===== src/rtl/expression_decompose.sv =====
// Recovers a+b, c and d from a pair of adder-stage frames (one sel=1, one sel=0).
// Latency: out_valid rises on the edge that accepts the completing frame.
// Backpressure: in_ready drops while a completed pair waits (FULL); outputs hold until out_ready.
//
// Ports:
//   clk, rst_n                : clock, asynchronous active-low reset
//   sum1, sum2, sel, in_valid : incoming frame; in_ready accepts it
//   ab_out, c_out, d_out, err : recovered operands and consistency/range flag
//   out_valid, out_ready      : downstream handshake
//   pair_cnt                  : number of pairs delivered (wraps)
// Optional: define DECOMP_CHECK_EN to enable the consistency/range check on err;
//   otherwise err is tied to 0.
module expression_decompose #(
  parameter int W     = 4,
  parameter int CNT_W = 8
) (
  input  logic             clk,
  input  logic             rst_n,
  input  logic [W:0]       sum1,
  input  logic [W:0]       sum2,
  input  logic             sel,
  input  logic             in_valid,
  output logic             in_ready,
  output logic [W:0]       ab_out,
  output logic [W-1:0]     c_out,
  output logic [W-1:0]     d_out,
  output logic             err,
  output logic             out_valid,
  input  logic             out_ready,
  output logic [CNT_W-1:0] pair_cnt
);

  typedef enum logic [1:0] {EMPTY, HAVE_P, HAVE_Q, FULL} state_t;

  state_t     state, state_n;
  logic [W:0] ab_r, c_r, d_r, q2_r;
  logic [W:0] ab_n, c_n, d_n, q2_n;
  logic       accept;

  assign accept = in_valid & in_ready;

  // Register values as they will be after this edge's capture (if any).
  // A sel=1 frame carries a+b and a+b+c; a sel=0 frame carries a+b+c+d and a+b+c.
  always_comb begin
    ab_n = ab_r;
    c_n  = c_r;
    d_n  = d_r;
    q2_n = q2_r;
    if (accept) begin
      if (sel) begin
        ab_n = sum1;
        c_n  = sum2 - sum1;
      end else begin
        d_n  = sum1 - sum2;
        q2_n = sum2;
      end
    end
  end

  always_comb begin
    state_n = state;
    case (state)
      EMPTY:   if (accept) state_n = sel ? HAVE_P : HAVE_Q;
      HAVE_P:  if (accept && !sel) state_n = FULL;
      HAVE_Q:  if (accept &&  sel) state_n = FULL;
      FULL:    if (out_ready) state_n = EMPTY;
      default: state_n = EMPTY;
    endcase
  end

`ifdef DECOMP_CHECK_EN
  logic [W:0] abc_sum;
  logic       err_n;

  // The two frames must agree on a+b+c, and c/d must fit in W bits.
  assign abc_sum = ab_n + c_n;
  assign err_n   = (abc_sum != q2_n) | c_n[W] | d_n[W];

  always_ff @(posedge clk or negedge rst_n) begin
    if (!rst_n) begin
      err <= 1'b0;
    end else if (state != FULL && state_n == FULL) begin
      err <= err_n;
    end
  end
`else
  logic unused_bits;
  assign unused_bits = ^{c_r[W], d_r[W], q2_r};
  assign err         = 1'b0;
`endif

  always_ff @(posedge clk or negedge rst_n) begin
    if (!rst_n) begin
      state     <= EMPTY;
      in_ready  <= 1'b0;
      out_valid <= 1'b0;
      pair_cnt  <= '0;
      ab_r      <= '0;
      c_r       <= '0;
      d_r       <= '0;
      q2_r      <= '0;
    end else begin
      state     <= state_n;
      // Decoded one edge ahead so in_ready is a clean register output.
      in_ready  <= (state_n != FULL);
      out_valid <= (state_n == FULL);
      ab_r      <= ab_n;
      c_r       <= c_n;
      d_r       <= d_n;
      q2_r      <= q2_n;
      if (state == FULL && out_ready) begin
        pair_cnt <= pair_cnt + CNT_W'(1);
      end
    end
  end

  assign ab_out = ab_r;
  assign c_out  = c_r[W-1:0];
  assign d_out  = d_r[W-1:0];

endmodule


===== config.mk =====
export PLATFORM = sky130hd
export DESIGN_NAME = expression_decompose
export DESIGN_NICKNAME = d
export VERILOG_FILES = /design/src/rtl/expression_decompose.sv
export SDC_FILE = /design/constraint.sdc
export NUM_CORES = 1
export LEC_CHECK = 0
export CORE_UTILIZATION = 41
export DETAILED_ROUTE_END_ITERATION = 16
export PLACE_DENSITY_LB_ADDON = 0.05
export SETUP_SLACK_MARGIN = 0.2
export SLEW_MARGIN = 10
export SYNTH_ARGS = -nofsm -noshare
export SYNTH_HDL_FRONTEND = slang
export SYNTH_SLANG_ARGS = --single-unit

===== constraint.sdc =====
create_clock -name clk -period 0.95 [get_ports clk]
set_input_delay 0.19 -clock clk [delete_from_list [all_inputs] [get_ports clk]]
set_output_delay 0.19 -clock clk [all_outputs]
set_load 0.01 [all_outputs]

Fig. 1: where the registers sit
(8 px per um) Other sequential cells in the stronger gray, the rest of the logic in the fainter gray.
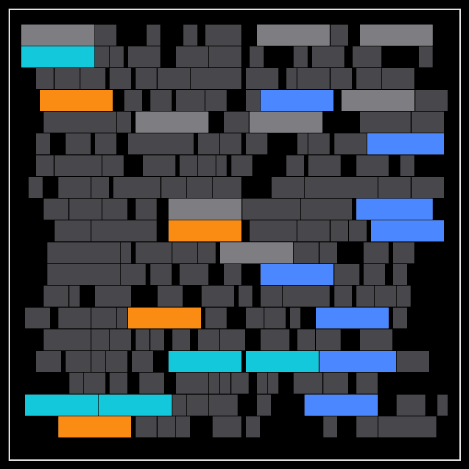
legend:
  `ab_out`:
    color: cyan
    sequential_cells: 5
  `c_r`:
    color: orange
    sequential_cells: 4
  `pair_cnt`:
    color: blue
    sequential_cells: 8
not colored: 8
Seq. pwr: 1.78 mW
total area of sequential cells: 629 um2
final core occ: 78.0%
fraction of area in registers: 29.2%

==> impl_metrics.ini <==
; flow metrics
[worst_setup_path]
worstPathMaxFanout = 3
r2r-start = in_ready
cp_data_required_time_ps = 1190
critical_path_class = register to register
arrival_ps = 1370
startpoint_of_the_worst_setup_timing_path = in_ready
worst-r2r-setup-slack_ps = -170

[clock_network]
tritoncts = yes
root_buffer = clkbuf_4
post-cts-setup-buffers = 9
cts_sinks = 25
cts_made_buffers = 3
clock_insertion_delay_worst_skew_ps = 330
post_cts_clock_slew_at_the_launch_and_capture_registers_of_the_worst_setup_and_hold_paths_ps = 150

[power_and_ir_drop]
power_share_of_the_clock_group_pct = 9.7
seqPwrFrac_pct = 34.3
power_leader = combinational cells
max-vdd-ir-drop_uv = 2330

[place]
numPortBuffers = 36
placed_cell_area_mm2 = 0.00188
placed_cells = 201
place_worst_setup_slack_ps = -788

[global_route]
grt_pass1_wl_mm = 5.12
overflow = 0
antenna_violations_before_repair = 0
grt_start_max_net_pins = 26
groute.usage.overall_pct = 20.5

[synthesis]
netlist_top_cells_count = dfrtp_1, nand2_1, o21ai_0
postSynth.asyncResetShare_pct = 100
synthesis.instances = 114
synth_flops = 25
synth-xor-area-share_pct = 7.28
postSynth.topFlopCell = dfrtp_1
logic_family = simple AND/OR/NAND/NOR gates
synth.cellmix.compoundShare_pct = 7.07
ys_cells = 114
synthesis.area_mm2 = 0.00120
post_synth_num_cell_types = 26

[sta]
max_freq_mhz = 889
rsz0062_at_grt = true
clock_skew_ps = 7.90
finalHoldWorstSlack_ps = 191
final-setup-viol-count = 47
final.setup.tns_ps = -5110
setup_ws_post_layout_ps = -174

[route]
viasPerCell = 4.93
routed.top_layer = met4
met2_length_mm = 1.62
detail_route.first_pass.iterations = 4

[run_status]
violations = negative setup slack
run_status = finished, violations left

[layout]
area.combinational_um2 = 759
layout-drive-gt1-share_pct = 63.0
final_cells = 223
mostFrequentLayoutCells = buf_4, dfrtp_1, buf_6, buf_2, nand2_2
final_area_mm2 = 0.00215
nNetsFinal = 217

[die]
die_area_mm2 = 0.00316
die_h_um = 56.2
core-area_mm2 = 0.00276
Fig. 2: the metal 3 layer
(6 px per um)
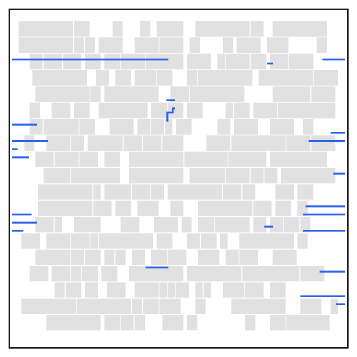
longest straight run: 25.8 um
share of all routed wire: 3.4%
main direction: horizontal
met3 GRT Util: 2.09%
routed via count: 1,099

-- critical path, cell delays in order, from the launching register on --
cell and delay, ps:
dfrtp_1 420, buf_6 130, and3b_1 170, o21a_1 190, nor2b_1 130
-- cell type report --
class / count / share of cell area, %
inverter: 6 / 2.44
clock buffer: 3 / 1.05
sequential: 25 / 29.2
tap: 31 / 1.80
timing repair buffer: 77 / 29.8
multi-input combinational: 80 / 35.3
clock inverter: 1 / 0.349
-- routing by layer --
layer  vias to the layer above  GRT usage, %
met5                         -             0
met4                         0          5.57
met3                         6          2.09
met2                        22          38.8
met1                       532          24.4
li1                        539             -
-- state kept, by name, summed over array words and instances, names as in the netlist --
| register | cells |
|---|---|
| pair_cnt | 8 |
| state | 2 |
| c_r | 4 |
| in_ready | 1 |
| d_r | 4 |
| out_valid | 1 |
| ab_out | 5 |
No activity file was given, so power comes from the tool's default toggle rates.
